Signal wires on met1:
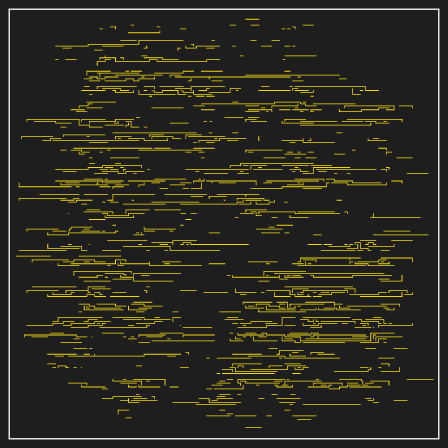
Routing congestion map:
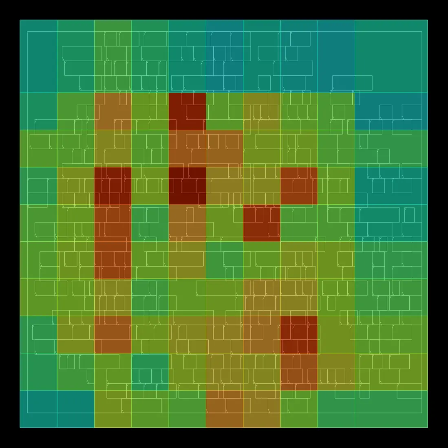
[src/rtl/cpu_ctrl_pkg.sv]
// Shared types and encodings for the multi-cycle CPU control path:
// FSM states, opcode classes and datapath select encodings.
package cpu_ctrl_pkg;

    typedef enum logic [3:0] {
        S_FETCH     = 4'd0,
        S_DECODE    = 4'd1,
        S_EXEC      = 4'd2,
        S_ALU_WB    = 4'd3,
        S_MEM_ADDR  = 4'd4,
        S_MEM_READ  = 4'd5,
        S_MEM_WB    = 4'd6,
        S_MEM_WRITE = 4'd7,
        S_BRANCH    = 4'd8,
        S_JUMP      = 4'd9,
        S_HALT      = 4'd10
    } state_t;

    typedef enum logic [2:0] {
        C_ALU_R,
        C_ALU_I,
        C_LW,
        C_SW,
        C_BEQ,
        C_J,
        C_HALT,
        C_ILLEGAL
    } op_class_t;

    localparam logic [5:0] OP_LW   = 6'b100000;
    localparam logic [5:0] OP_SW   = 6'b100001;
    localparam logic [5:0] OP_BEQ  = 6'b110000;
    localparam logic [5:0] OP_J    = 6'b110001;
    localparam logic [5:0] OP_HALT = 6'b111111;

    // Class masks applied to opcode[5:4]
    localparam logic [1:0] CLASS_R = 2'b00;
    localparam logic [1:0] CLASS_I = 2'b01;

    localparam logic [1:0] ALUOP_ADD  = 2'b00;
    localparam logic [1:0] ALUOP_SUB  = 2'b01;
    localparam logic [1:0] ALUOP_FUNC = 2'b10;

    localparam logic [1:0] SRCB_REG     = 2'b00;
    localparam logic [1:0] SRCB_FOUR    = 2'b01;
    localparam logic [1:0] SRCB_IMM     = 2'b10;
    localparam logic [1:0] SRCB_IMM_SH2 = 2'b11;

    localparam logic [1:0] PCSRC_ALU    = 2'b00;
    localparam logic [1:0] PCSRC_ALUOUT = 2'b01;
    localparam logic [1:0] PCSRC_JUMP   = 2'b10;

    function automatic op_class_t classify(input logic [5:0] op);
        op_class_t c;
        c = C_ILLEGAL;
        if (op[5:4] == CLASS_R)      c = C_ALU_R;
        else if (op[5:4] == CLASS_I) c = C_ALU_I;
        else if (op == OP_LW)        c = C_LW;
        else if (op == OP_SW)        c = C_SW;
        else if (op == OP_BEQ)       c = C_BEQ;
        else if (op == OP_J)         c = C_J;
        else if (op == OP_HALT)      c = C_HALT;
        return c;
    endfunction

endpackage

[src/rtl/multicycle_control_retire_counter.sv]
// Free-running retired-instruction counter; wraps modulo 2^CNT_W.
module retire_counter #(
    parameter int CNT_W = 32
) (
    input  logic             clk,
    input  logic             srst,
    input  logic             inc,
    output logic [CNT_W-1:0] count
);

    logic [CNT_W-1:0] count_reg;

    always_ff @(posedge clk) begin
        if (srst) begin
            count_reg <= '0;
        end else if (inc) begin
            count_reg <= count_reg + 1'b1;
        end
    end

    assign count = count_reg;

endmodule

[src/rtl/multicycle_control.sv]
// Main control FSM of the multi-cycle CPU: sequences fetch/decode/execute/
// memory/writeback, drives all datapath controls and counts retirements.
module multicycle_control
    import cpu_ctrl_pkg::*;
#(
    parameter int CNT_W = 32
) (
    input  logic             clk,
    input  logic             reset,
    input  logic [5:0]       opcode,
    input  logic             mem_ready,
    output logic             PCWrite,
    output logic             PCWriteCond,
    output logic             IorD,
    output logic             MemRead,
    output logic             MemWrite,
    output logic             IRWrite,
    output logic             MemtoReg,
    output logic             RegDst,
    output logic             RegWrite,
    output logic             ALUSrcA,
    output logic [1:0]       ALUSrcB,
    output logic [1:0]       ALUOP,
    output logic [1:0]       PCSource,
    output logic             halted,
    output logic             illegal_op,
    output logic [CNT_W-1:0] retired
);

    state_t           state_reg;
    state_t           state_next;
    op_class_t        op_class;
    logic             retire;
    logic [CNT_W-1:0] count;

    assign op_class = classify(opcode);

    always_ff @(posedge clk) begin
        if (reset) begin
            state_reg <= S_FETCH;
        end else begin
            state_reg <= state_next;
        end
    end

    always_comb begin
        state_next = S_FETCH;
        case (state_reg)
            S_FETCH:     state_next = mem_ready ? S_DECODE : S_FETCH;
            S_DECODE: begin
                case (op_class)
                    C_ALU_R, C_ALU_I: state_next = S_EXEC;
                    C_LW, C_SW:       state_next = S_MEM_ADDR;
                    C_BEQ:            state_next = S_BRANCH;
                    C_J:              state_next = S_JUMP;
                    C_HALT:           state_next = S_HALT;
                    default:          state_next = S_FETCH;
                endcase
            end
            S_EXEC:      state_next = S_ALU_WB;
            S_MEM_ADDR:  state_next = (op_class == C_LW) ? S_MEM_READ : S_MEM_WRITE;
            S_MEM_READ:  state_next = mem_ready ? S_MEM_WB : S_MEM_READ;
            S_MEM_WRITE: state_next = mem_ready ? S_FETCH : S_MEM_WRITE;
            S_HALT:      state_next = S_HALT;
            default:     state_next = S_FETCH;
        endcase
    end

    // Everything is forced low while reset is held so nothing is issued
    // from an abandoned instruction.
    always_comb begin
        PCWrite     = 1'b0;
        PCWriteCond = 1'b0;
        IorD        = 1'b0;
        MemRead     = 1'b0;
        MemWrite    = 1'b0;
        IRWrite     = 1'b0;
        MemtoReg    = 1'b0;
        RegDst      = 1'b0;
        RegWrite    = 1'b0;
        ALUSrcA     = 1'b0;
        ALUSrcB     = SRCB_REG;
        ALUOP       = ALUOP_ADD;
        PCSource    = PCSRC_ALU;
        halted      = 1'b0;
        illegal_op  = 1'b0;
        retire      = 1'b0;
        if (!reset) begin
            case (state_reg)
                S_FETCH: begin
                    MemRead = 1'b1;
                    ALUSrcB = SRCB_FOUR;
                    IRWrite = mem_ready;
                    PCWrite = mem_ready;
                end
                S_DECODE: begin
                    ALUSrcB    = SRCB_IMM_SH2;
                    illegal_op = (op_class == C_ILLEGAL);
                    retire     = (op_class == C_HALT);
                end
                S_EXEC: begin
                    ALUSrcA = 1'b1;
                    ALUOP   = ALUOP_FUNC;
                    ALUSrcB = (op_class == C_ALU_R) ? SRCB_REG : SRCB_IMM;
                end
                S_ALU_WB: begin
                    RegWrite = 1'b1;
                    RegDst   = (op_class == C_ALU_R);
                    retire   = 1'b1;
                end
                S_MEM_ADDR: begin
                    ALUSrcA = 1'b1;
                    ALUSrcB = SRCB_IMM;
                end
                S_MEM_READ: begin
                    MemRead = 1'b1;
                    IorD    = 1'b1;
                end
                S_MEM_WB: begin
                    RegWrite = 1'b1;
                    MemtoReg = 1'b1;
                    retire   = 1'b1;
                end
                S_MEM_WRITE: begin
                    MemWrite = 1'b1;
                    IorD     = 1'b1;
                    retire   = mem_ready;
                end
                S_BRANCH: begin
                    ALUSrcA     = 1'b1;
                    ALUOP       = ALUOP_SUB;
                    PCWriteCond = 1'b1;
                    PCSource    = PCSRC_ALUOUT;
                    retire      = 1'b1;
                end
                S_JUMP: begin
                    PCWrite  = 1'b1;
                    PCSource = PCSRC_JUMP;
                    retire   = 1'b1;
                end
                S_HALT: begin
                    halted = 1'b1;
                end
                default: begin
                end
            endcase
        end
    end

    retire_counter #(
        .CNT_W(CNT_W)
    ) u_retire_counter (
        .clk  (clk),
        .srst (reset),
        .inc  (retire),
        .count(count)
    );

    assign retired = reset ? '0 : count;

endmodule

[config.mk]
export PLATFORM = sky130hd
export DESIGN_NAME = multicycle_control
export DESIGN_NICKNAME = d
export VERILOG_FILES = /design/src/rtl/cpu_ctrl_pkg.sv /design/src/rtl/multicycle_control_retire_counter.sv /design/src/rtl/multicycle_control.sv
export SDC_FILE = /design/constraint.sdc
export NUM_CORES = 1
export LEC_CHECK = 0
export CAP_MARGIN = 5
export CORE_UTILIZATION = 43
export DETAILED_ROUTE_END_ITERATION = 16
export HOLD_SLACK_MARGIN = 0.06
export PLACE_DENSITY = 0.71
export SYNTH_ARGS = -nofsm -noshare
export SYNTH_HDL_FRONTEND = slang
export SYNTH_HIERARCHICAL = 1
export SYNTH_SLANG_ARGS = --single-unit
export TNS_END_PERCENT = 20
[constraint.sdc]
create_clock -name clk -period 3.5 [get_ports clk]
set_input_delay 0.875 -clock clk [delete_from_list [all_inputs] [get_ports clk]]
set_output_delay 0.875 -clock clk [all_outputs]
set_load 0.02 [all_outputs]
==> report_table.html <==
<p>Metrics extracted from the flow reports.</p>
<table>
<tr><th>Metric</th><th>Value</th></tr>
<tr><th colspan="2">Job</th></tr>
<tr><td>Tally of OpenROAD warnings</td><td>26</td></tr>
<tr><th colspan="2">Die</th></tr>
<tr><td>Floorplan Core Area</td><td>5172 µm²</td></tr>
<tr><td>Total Die Area</td><td>5713 µm²</td></tr>
<tr><th colspan="2">Power</th></tr>
<tr><td>Sw Ratio</td><td>0.2413</td></tr>
<tr><td>P_int</td><td>0.6664 mW</td></tr>
<tr><td>Net switching power figure</td><td>0.2119 mW</td></tr>
<tr><th colspan="2">Yosys</th></tr>
<tr><td>#FFs+latches synth</td><td>36</td></tr>
<tr><th colspan="2">Cells and area</th></tr>
<tr><td>Number of flip-flops in the largest register</td><td>32</td></tr>
<tr><td>Core Util, Final</td><td>0.5975</td></tr>
<tr><td>Area growth syn-to-layout</td><td>32.72%</td></tr>
<tr><td>Largest cell class by area</td><td>multi-input combinational cells</td></tr>
<tr><td>FFs &amp; Latches</td><td>36</td></tr>
<tr><th colspan="2">Clock tree</th></tr>
<tr><td>Hold buffer count at CTS</td><td>0</td></tr>
<tr><td>Postcts setup bufs</td><td>0</td></tr>
<tr><td>Clock tree from TritonCTS</td><td>done</td></tr>
<tr><th colspan="2">Detailed routing</th></tr>
<tr><td>Detail Route Antenna Nets</td><td>0</td></tr>
<tr><td>Detailed router's first-iteration violation count</td><td>around 150</td></tr>
<tr><th colspan="2">Setup path</th></tr>
<tr><td>Cell repeated most along the worst path</td><td>clkdlybuf4s50_1</td></tr>
<tr><td>Slowest CP cell</td><td>clkdlybuf4s50_1</td></tr>
<tr><td>CP Data Arrival Time</td><td>2.37 ns</td></tr>
<tr><td>Critical path required time</td><td>roughly 2.6 ns</td></tr>
<tr><th colspan="2">Final timing</th></tr>
<tr><td>Count of endpoints failing hold in the final timing report</td><td>0</td></tr>
<tr><td>Period Utilization, post-route</td><td>0.9260</td></tr>
<tr><th colspan="2">Global route</th></tr>
<tr><td>Antenna violations before repair</td><td>0</td></tr>
<tr><th colspan="2">Run status</th></tr>
<tr><td>Run status</td><td>completed</td></tr>
</table>
-- 'signal wires on met1' (at the start) --
wire length on this layer: 2,520 µm
main direction: horizontal
share of all routed wire: 48%
longest straight run: 20.2 µm
count of vias placed by the detailed router: 2,247
wirelength, routed: 5275 µm
GR Util met1: 0.2408

-- 'routing congestion map' (at the start) --
total track usage: 0.1949
met2 GRT Util: 0.3254
routing usage on met3: 0.04894
most used routing layer in global routing: met2
DR WL/cell: 12.32 µm

[routing by layer]
metal | wire length [µm] | GRT usage | up-vias
met3 | 227 | 0.04894 | 6
met5 | 0 | 0 | -
li1 | - | - | 1167
met4 | 45 | 0.07819 | 0
met2 | 2479 | 0.3254 | 52
met1 | 2522 | 0.2408 | 1022
[worst max path at each step]
stage / slack [ns] / end / cells after the start / startpoint
after global routing: 0.17 / RegDst / 4 / opcode[4]
after floorplan: 0.32 / PCSource[0] / 4 / reset
after global placement: 0.05 / illegal_op / 5 / opcode[4]
after detailed placement: 0.02 / illegal_op / 5 / opcode[4]
final: 0.26 / RegDst / 4 / opcode[4]
after CTS: 0.02 / illegal_op / 5 / opcode[4]
[tightest hold or removal path, stage by stage (launching register included)]
cell and delay [ns]:
dfxtp_1 0.34, o31ai_1 0.07, a21oi_1 0.05
No activity file was given, so power comes from the tool's default toggle rates.
